`config.mk`:
```
export PLATFORM = sky130hd
export DESIGN_NAME = quad_emitter_flat
export DESIGN_NICKNAME = d
export VERILOG_FILES = /design/src/rtl/quad_pkg.sv /design/src/rtl/quad_emitter_if.sv /design/src/rtl/quad_emitter_timer.sv /design/src/rtl/quad_emitter.sv /design/src/flat_wrapper.sv
export SDC_FILE = /design/constraint.sdc
export NUM_CORES = 1
export LEC_CHECK = 0
export CAP_MARGIN = 20
export CORE_ASPECT_RATIO = 0.8
export CORE_UTILIZATION = 34
export DETAILED_ROUTE_END_ITERATION = 16
export GPL_TIMING_DRIVEN = 1
export PLACE_DENSITY = 0.52
export SLEW_MARGIN = 30
export SYNTH_ARGS = -nofsm -noshare
export SYNTH_HDL_FRONTEND = slang
export SYNTH_SLANG_ARGS = --single-unit
```
`constraint.sdc`:
```
create_clock -name clk -period 14.4 [get_ports clk]
set_input_delay 2.16 -clock clk [delete_from_list [all_inputs] [get_ports clk]]
set_output_delay 2.16 -clock clk [all_outputs]
set_load 0.02 [all_outputs]
```
`src/rtl/quad_pkg.sv`:
```
// Shared quadrature helpers: Gray mapping of position to {A,B} and step direction.
package quad_pkg;

  typedef enum logic [1:0] {
    Q_00 = 2'b00,
    Q_01 = 2'b01,
    Q_11 = 2'b11,
    Q_10 = 2'b10
  } quad_t;

  function automatic quad_t pos2q(input logic [1:0] p);
    return quad_t'({p[1], p[1] ^ p[0]});
  endfunction

  // Direction from the signed target-pos difference; the half-range tie steps up.
  function automatic logic step_up(input logic diff_msb, input logic diff_low_zero);
    return !diff_msb || diff_low_zero;
  endfunction

endpackage

```
`src/rtl/quad_emitter_if.sv`:
```
// Command/status bundle of quad_emitter. QUAD_EMITTER_INDEX_EN adds index/index_clr.
interface quad_emitter_if #(
  parameter int W        = 16,
  parameter int PERIOD_W = 8
);
  logic [PERIOD_W-1:0] period;
  logic                target_load;
  logic [W-1:0]        target;
  logic [1:0]          q;
  logic [W-1:0]        pos;
  logic                busy;
  logic                done;
`ifdef QUAD_EMITTER_INDEX_EN
  logic                index;
  logic                index_clr;

  modport master (output period, target_load, target, index_clr,
                  input  q, pos, busy, done, index);
  modport slave  (input  period, target_load, target, index_clr,
                  output q, pos, busy, done, index);
`else
  modport master (output period, target_load, target,
                  input  q, pos, busy, done);
  modport slave  (input  period, target_load, target,
                  output q, pos, busy, done);
`endif
endinterface

```
`src/rtl/quad_emitter_timer.sv`:
```
// Step-spacing down-counter: reloads with max(period,1)-1 on a step, flags zero.
module quad_emitter_timer #(
  parameter int PERIOD_W = 8
) (
  input  logic                clk,
  input  logic                rst,
  input  logic [PERIOD_W-1:0] period,
  input  logic                reload,
  input  logic                clr,
  output logic                zero
);
  localparam logic [PERIOD_W-1:0] ONE = PERIOD_W'(1);

  logic [PERIOD_W-1:0] timer;
  logic [PERIOD_W-1:0] eff_period;

  always_comb begin
    eff_period = (period == '0) ? ONE : period;
  end

  always_ff @(posedge clk or posedge rst) begin
    if (rst) begin
      timer <= '0;
    end else if (clr) begin
      timer <= '0;
    end else if (timer != '0) begin
      timer <= timer - ONE;
    end else if (reload) begin
      timer <= eff_period - ONE;
    end
  end

  assign zero = (timer == '0);

endmodule

```
`src/rtl/quad_emitter.sv`:
```
// Quadrature encoder emitter: walks pos toward a loaded target, one state per step.
// Optional QUAD_EMITTER_INDEX_EN adds an index output and synchronous index_clr.
module quad_emitter
  import quad_pkg::*;
#(
  parameter int W        = 16,
  parameter int PERIOD_W = 8
) (
  input  logic         clk,
  input  logic         rst,
  quad_emitter_if.slave bus
);
  localparam logic [W-1:0] ONE = W'(1);

  logic [W-1:0] target_r;
  logic [W-1:0] pos_r;
  logic [W-1:0] diff;
  logic [W-1:0] pos_next;
  quad_t        q_r;
  logic         done_r;
  logic         zero;
  logic         step;
  logic         clr;

`ifdef QUAD_EMITTER_INDEX_EN
  logic index_r;
  assign clr       = bus.index_clr;
  assign bus.index = index_r;
`else
  assign clr = 1'b0;
`endif

  always_comb begin
    diff     = target_r - pos_r;
    step     = zero && (pos_r != target_r) && !clr;
    pos_next = step_up(diff[W-1], diff[W-2:0] == '0) ? pos_r + ONE : pos_r - ONE;
  end

  quad_emitter_timer #(.PERIOD_W(PERIOD_W)) u_timer (
    .clk    (clk),
    .rst    (rst),
    .period (bus.period),
    .reload (step),
    .clr    (clr),
    .zero   (zero)
  );

  // A step compares against the target_r held before any same-cycle load.
  always_ff @(posedge clk or posedge rst) begin
    if (rst) begin
      target_r <= '0;
      pos_r    <= '0;
      q_r      <= Q_00;
      done_r   <= 1'b0;
    end else begin
      if (bus.target_load) begin
        target_r <= bus.target;
      end
      if (clr) begin
        pos_r  <= '0;
        q_r    <= Q_00;
        done_r <= 1'b0;
      end else if (step) begin
        pos_r  <= pos_next;
        q_r    <= pos2q(pos_next[1:0]);
        done_r <= (pos_next == target_r);
      end else begin
        done_r <= 1'b0;
      end
    end
  end

`ifdef QUAD_EMITTER_INDEX_EN
  always_ff @(posedge clk or posedge rst) begin
    if (rst) begin
      index_r <= 1'b0;
    end else if (clr) begin
      index_r <= 1'b1;
    end else if (step) begin
      index_r <= (pos_next == '0);
    end
  end
`endif

  assign bus.q    = q_r;
  assign bus.pos  = pos_r;
  assign bus.busy = (pos_r != target_r);
  assign bus.done = done_r;

endmodule

```
`src/flat_wrapper.sv`:
```
// flat-port wrapper written by rule: the top's interface ports become plain ports
module quad_emitter_flat import quad_pkg::*;
#(
  parameter int W        = 16,
  parameter int PERIOD_W = 8
)
  (clk, rst, bus_period, bus_target_load, bus_target, bus_q, bus_pos, bus_busy, bus_done);
  quad_emitter_if #(.W(W), .PERIOD_W(PERIOD_W)) bus_i ();
  input  logic clk;
  input  logic rst;
  input wire logic [$bits(bus_i.period)-1:0] bus_period;
  input wire logic [$bits(bus_i.target_load)-1:0] bus_target_load;
  input wire logic [$bits(bus_i.target)-1:0] bus_target;
  output wire logic [$bits(bus_i.q)-1:0] bus_q;
  output wire logic [$bits(bus_i.pos)-1:0] bus_pos;
  output wire logic [$bits(bus_i.busy)-1:0] bus_busy;
  output wire logic [$bits(bus_i.done)-1:0] bus_done;
  assign bus_i.period = bus_period;
  assign bus_i.target_load = bus_target_load;
  assign bus_i.target = bus_target;
  assign bus_q = bus_i.q;
  assign bus_pos = bus_i.pos;
  assign bus_busy = bus_i.busy;
  assign bus_done = bus_i.done;
  quad_emitter #(.W(W), .PERIOD_W(PERIOD_W)) u_core (.clk(clk), .rst(rst), .bus(bus_i));
endmodule
```
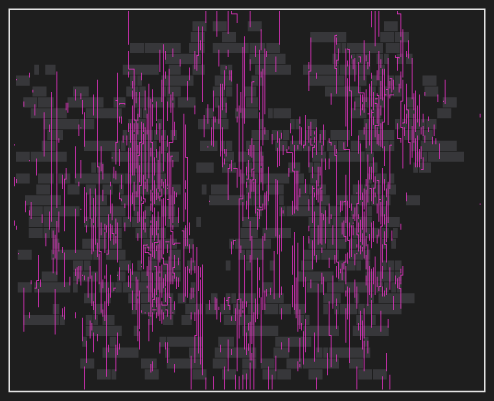
*Signal wires on met2*
(4 px per µm)
longest straight run	37.9 µm
wire length on this layer	4250 µm
nets with wire on the layer	460
main direction	vertical
vias post-DR: 3377
met2 Use GR: 29.1%

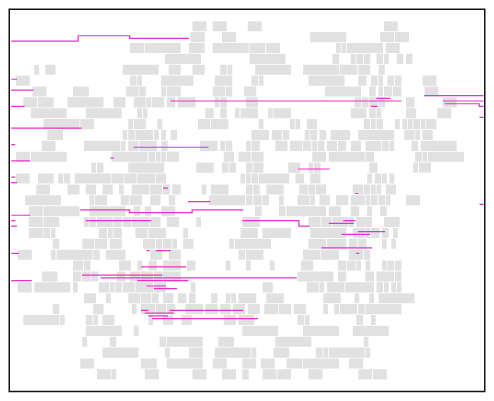
*Metal 3*
(4 px per µm)
longest straight run	57.5 µm
share of all routed wire	4.9%
nets with wire on the layer	43
GR met3 Demand/Resource: 3.47%
Routed WL: 10200 µm

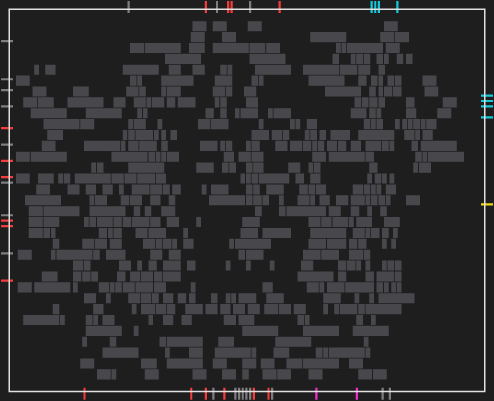
*Pin map*
(4 px per µm) Pins as bars across the die edge, other pins in gray.
color	port	pins	direction	edge
cyan	bus_period	8	input	4 top, 4 right
red	bus_pos	16	output	6 bottom, 6 left, 4 top
magenta	bus_q	2	output	bottom
yellow	bus_busy	1	output	right
all pins by edge	17 bottom, 14 left, 11 top, 5 right
Die Y: 95.2 µm
DIE WIDTH: 118 µm
port buffer count: 46

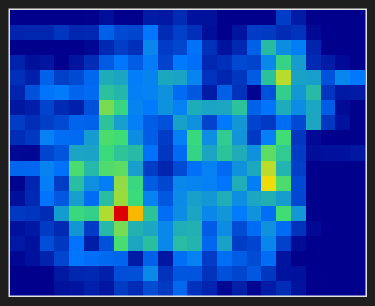
*Routed metal per tile*
(3 px per µm) The die is cut into 24 by 19 equal tiles; dark blue is low, red is high, scaled to the fullest tile. Values are wire area over tile area, all layers added.
tiles over half the peak	4.4%
emptiest ninth of the die	bottom right
fullest tile	0.76
mean over tiles	0.14
nearly empty tiles	19%

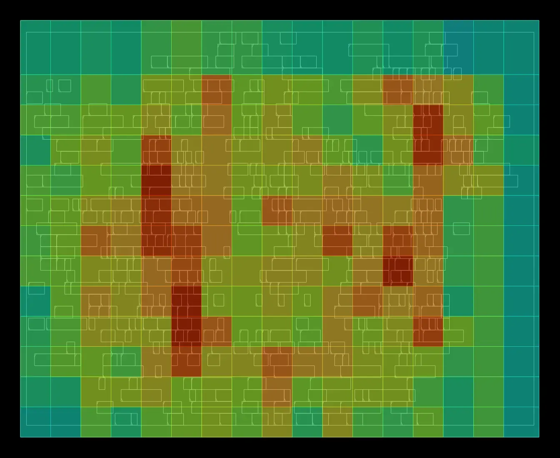
*Track usage over the die*
Total GRT Usage: 19.3%
Wirelength per Cell: 16.5 µm

worst max-delay path, stage by stage, from the launching register on:
cell and delay (ns):
dfrtp_1 0.48, ha_1 0.27, fa_1 0.37, nand2b_1 0.17, a21oi_1 0.34, a211o_1 0.23, nand2_1 0.05, a2111o_1 0.42
nor4_2 0.35, a41oi_4 0.40, ha_1 0.53, o21ai_0 0.14, o21ai_0 0.32, nand4_1 0.19, a21boi_1 0.40, o21ai_0 0.19
a211o_1 0.33, xnor3_1 0.23, nor4_2 0.27
cell families (layout without fill, tap and decap cells):
family,after synthesis,in the layout,synth area share (%)
simple gates,144,144,18.8
compound gates,125,125,22.5
flops,42,42,28.5
buf+inv,41,81,4.34
xor+xnor,36,36,8.92
fa+ha+maj,32,32,11.3
mux,19,19,5.73
==> flow_metrics.tcl <==
# implementation run metrics
set metrics [dict create \
    most_common_cell "nor2_1" \
    reg2reg_slack_ns 8.60 \
    tns_ns 0 \
    lay_top_cells "45 x nor2_1, 45 x clkdlybuf4s50_1, 42 x dfrtp_1" \
    cts.repair.resized 0 \
    synth_chip_area_um2 3690 \
    worstHoldPathType "register to register" \
    htree_levels 2 \
    maxCapViolCount 0 \
    ys_warn_count 0 \
    fin_util_pct 42.7 \
    async_flop_share_pct 100 \
    drt_iter0_drc 189 \
    hold_viol_final 0 \
    top_cell_area_share_pct 28.5 \
    min_to "u_core.u_timer.timer[0]" \
    logic_gate_count 356 \
    cts_made_buffers 5 \
    grt_setup_unrepaired "no" \
    yosys-top-cells-count "45 x nor2_1, 42 x dfrtp_1, 38 x nand2_1" \
    top_layer "met4" \
    reg2reg_depth 18 \
    crit_type "register to register" \
    critPathArrivalTime_ns 5.99 \
    syn_avg_cell_area_um2 8.40 \
    diodes 0 \
    status "complete, no violations" \
    wl_met2_um 4250 \
    grt.busiest_layer "met2" \
    drc 0 \
    seq_area_um2 1050 \
    setup_viol 0 \
    ant_nets 0 \
    ys_ff 42 \
    min_from "u_core.u_timer.timer[0]" \
    worst_pin_slew_ns 0.737 \
    ys_seq_share_pct 28.5 \
    grt_pass1_wl_um 17000 \
    finalClockPeriodUsage_pct 40.2 \
    tap_cells 140 \
    slew_violations 0 \
    hold_path_depth 1 \
    bufAreaShareNonClock_pct 10.6 \
    ios 47 \
    pre_cts_ws_ns 8.47 \
    synthToLayoutAreaGrowth_pct 20.5 \
    cp-start-kind "register" \
    slew_headroom_pct 50.7 \
    sh_comb_area_pct 56.0 \
    grt_max_degree 43 \
    sh_seq_area_pct 23.6 \
    crit_start "u_core.bus.pos[0]" \
    dpl.cell_count 611 \
    cts.sink_count 42 \
    period_needed_ns 5.80 \
    nets 537 \
    clkCellAreaFrac_pct 3.74 \
    yosys_cells 439 \
    fp-row-count 33 \
    ff_type "dfrtp_1" \
]
